==> config.mk <==
export PLATFORM = sky130hd
export DESIGN_NAME = ps2_key_decoder_flat
export DESIGN_NICKNAME = d
export VERILOG_FILES = /design/src/rtl/ps2_key_decoder_if.sv /design/src/rtl/ps2_key_decoder.sv /design/src/flat_wrapper.sv
export SDC_FILE = /design/constraint.sdc
export NUM_CORES = 1
export LEC_CHECK = 0
export CAP_MARGIN = 20
export CORE_MARGIN = 1
export CORE_UTILIZATION = 44
export CTS_CLUSTER_SIZE = 28
export DETAILED_ROUTE_END_ITERATION = 16
export GPL_TIMING_DRIVEN = 0
export SKIP_CTS_REPAIR_TIMING = 1
export SLEW_MARGIN = 30
export SYNTH_ARGS = -nofsm -noshare
export SYNTH_HDL_FRONTEND = slang
export SYNTH_SLANG_ARGS = --single-unit
==> constraint.sdc <==
create_clock -name clk -period 3.5 [get_ports clk]
set_input_delay 0.7 -clock clk [delete_from_list [all_inputs] [get_ports clk]]
set_output_delay 0.7 -clock clk [all_outputs]
set_load 0.005 [all_outputs]
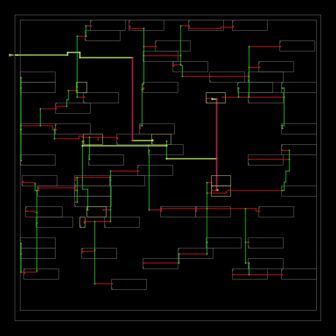
Fig. 1. Clock routing (run 1).
clock buf count: 7
clock group total power: 368 µW

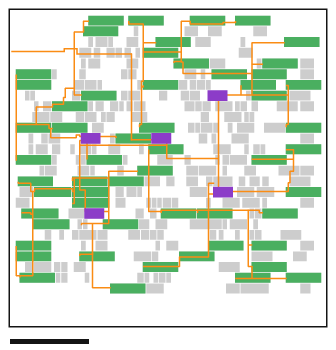
Fig. 2. Routed clock nets over the placement (run 1).
The bar under the picture is 20 µm long.
- orange: clock wires (length 685 µm)
- green: flip-flops (count 56)
- purple: cells driving clock nets (count 5)
- routed clock nets: 6
- flops lie: widely spread
share of power burned in the clock network: 33.7%
later-pin clock latency in the skew report: 0.31 ns
Final Skew: 0.0122 ns

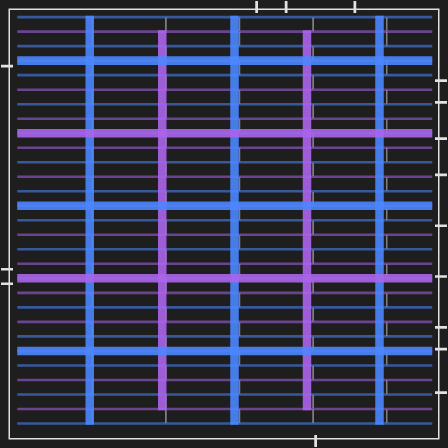
Fig. 3. Floorplan with the power grid (run 1).
Pins as bars on the die edge. Tap cells in gray.
- purple: VDD
- blue: VSS
- rows: 28
- signal pins: 16
- met4 straps: 5
- met1 rails: 29
- tap cells: 75
placeable core region: 5920 µm²
Peak supply drop: 0.280 mV
width of the die: 80.2 µm
die y size: 80.2 µm

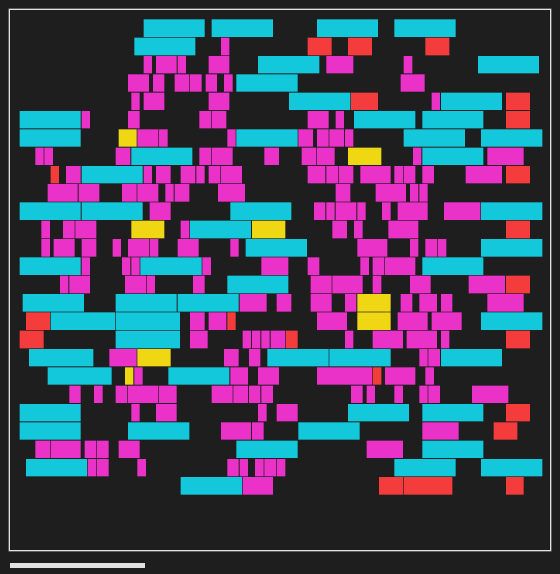
Fig. 4. Cells colored by class (run 1).
The bar under the picture is 20 µm long.
- red: other buffers and delay cells (cells 21; share of their area 6.6%)
- yellow: clock drivers and dummy loads (cells 8; share of their area 3.2%)
- magenta: all other logic (cells 183; share of their area 43%)
- cyan: flip-flops (cells 56; share of their area 48%)
final core occ: 51.5%
std cell rows: 28
sequential share of cell area: 46.2%
final std cell area, no fill: 3050 µm²

==> out/notes.md <==
The most used flip-flop cell after synthesis is dfrtp_1. The total area of sequential cells came out at 1410 µm². The remaining max-slew budget at the tightest pin was 69.2%; the power density over the cells was 359 nW/µm².

The number of nets in the synthesized netlist is 265. The critical path endpoint has a required time of 3.70 ns. With the detailed-route wire length per cell at 13.1 µm, the flip-flop count of the largest register after layout is 17. The post-route setup TNS came out at 0 ns. The worst path in the final design needs a cycle of 2.35 ns, including I/O delays and setup. The average instance in the mapped netlist occupies 11.0 µm². The share of the Yosys chip area taken by registers is 52.3%. The level count of the clock H-tree was 2; the number of placed cells counting well taps was 335. Per the GRT log, the top usage layer is met2. Static timing analysis puts the maximum clock frequency at 0.426 GHz. The fraction of post-synthesis cell area in the top cell type by area was 47.4%; the post-route worst setup slack was 1.15 ns.

For the number of antenna violations at the first check in global routing, the log shows 0. The placement stage leaves a total instance area of 2950 µm². With the via count of the first global-routing pass at 1,735, the number of clock buffers inserted by TritonCTS is 5.

As logged by OpenROAD, the buffers inserted on ports number 15. The number of enable-type register cells in the synthesized netlist works out to 0. After layout, the inverter instance count without clock inverters stands at 15. For the met2 layer wire length in the routed design, the log shows 2.19 mm.

The final antenna diode count is 0, and the global-route usage over all layers is 15.7%. The run gives 100% for the post-synthesis async set-or-reset flop share. Between the synthesized netlist and the finished layout, the area growth was recorded as 13.2%. After technology mapping, the gate count stands at 244.

After floorplanning, the die was sized to cover 6430 µm². STA reports a reg2reg setup slack of 1.15 ns. Cell at the root of the clock tree: clkbuf_8. The routed layout has 1,766 vias. STA classifies the critical path startpoint as a register. The run gives 288 for the number of nets in the layout. The most frequent cell after synthesis was dfrtp_1. In the routed layout, each cell is associated on average with a via count of 5.15. The fraction of met2 tracks used by global routing is 27.0%, and the final-layout non-clock buffer area share is 6.41%. The most critical min-delay path falls under in2async. The run gives 1090 µW for the total chip power. With the worst slack after detailed placement at 1.20 ns, the non-filler instance count after layout is 343. The violation tally from detailed-route iteration zero is 40. The run finished with clean final reports.

The longest clock path from root to sink contains 2 buffers. The run gives 0.10 ns for the clock transition time at the flip-flop clock pins of the worst setup and hold paths. The count of state elements after synthesis is 56, and the slew at the pin closest to its max-slew limit is 0.458 ns. The share of the core area taken by cells at floorplan is 45.5%.

The critical path endpoint category was a register. In this run, distinct cell masters in the synthesized netlist total 40. Setup repair after global routing left no endpoint under its margin. Across the run, the number of max-cap violations was 0.

For the maximum number of pins on one net before global-route repair, the log shows 35. The placement summary gives the final routability congestion estimate as 0.773. The worst setup path is of the reg2reg kind. The tools report the first-pass GRT wire length as 7.71 mm. Summing every instance area after synthesis gives 2690 µm². The plain and repair buffers instantiated in the layout total 21. In the final report, the number of hold violations comes to 0. The run gives 2.17 mm as the detailed-routing wirelength on met1. By count the netlist is led by dfrtp_1 (51), nor2_1 (23), nand2_1 (22). In the post-synthesis netlist, the biggest area contributors are dfrtp_1 (47%), ha_1 (7.9%), dfstp_2 (4.9%). For this run, global-route usage on met1 was measured as 19.5%. The Yosys warning count was 0; the total count of max-transition violations in the final report was 0.

Max fanout on the critical path was recorded as 10. The yosys-reported design area after synthesis is 2690 µm². The worst reg2reg path depth is 8, and the final wirelength is 4.51 mm. Post-route period utilization is reported as 67.1%. The run gives 168 as the number of logic gates. According to the tapcell log, the count of inserted taps is 75. The library cells used most frequently in the layout, excluding fill and tap cells, are dfrtp_1 (51), nor2_1 (23), nand2_1 (22).

Across all hold checks on the routed design, the worst slack comes to 0.262 ns. Uppermost layer routed: met4. The number of sequential cells reported for the layout is 56. Detailed routing placed a total of 105 µm of wire on met3. The CTS sink count came out at 56.

After legalization and detailed placement, the total HPWL measured 3.19 mm. The library cell with the largest summed area after synthesis is dfrtp_1. Per the final report, the share of cell area in clock cells is 3.08%.

For this run, the final setup violation count is recorded as 0. The total overflow left after global routing is 0. The tools report the met3 track demand over resource as 3.41%. 16 I/O pins were placed.

Number of DRC violations after detailed routing: 0. Looking at the area split, the leading class of cells is flip-flops and latches. The synthesized netlist was found by Yosys to have 244 cells. The layout has 542 filler cells.

The run gives 35 for the OpenROAD warning count. In this run the static leakage power is 0.00140 µW. TritonCTS built the clock tree. The most frequent logic cell in the layout is dfrtp_1. In the final layout, multi-input gates take up 39.4% of the cell area. The tools report the number of nets with antenna violations after detailed routing as 0. In the final layout, the share of cells above drive strength 1 is 11.6%. The OpenROAD report gives the critical path a data arrival time of 2.55 ns. The logs give 1200 µm² for the combinational gate area and 4 for the detailed-router iteration count before antenna repair.
==> run 1: worst max-delay path: stages, from the launching register on <==
cell      delay (ns)
dfrtp_1         0.43
inv_1           0.10
ha_1            0.33
xnor3_1         0.36
xnor2_1         0.19
o2111a_2        0.28
nand2_2         0.08
buf_6           0.17
mux2_4          0.30
==> run 1: kinds of logic (layout without fill, tap and decap cells) <==
family | count (synthesis) | count (layout) | share of synthesized area (%)
and+or+nand+nor | 91 | 91 | 17.1
DFF | 56 | 56 | 52.3
AOI/OAI and AO/OA | 28 | 28 | 6.37
buffers and inverters | 20 | 44 | 3.11
xor gates and xnor gates | 19 | 19 | 6.69
adders and majority gates | 17 | 17 | 7.90
muxes | 13 | 13 | 6.51
==> run 1: power by group <==
group,internal (µW),switching [µW]
clock,161,206
sequential,666,11.0
combinational,20.9,27.0
Power figures rest on the tool's default switching activity, not on a simulated workload.
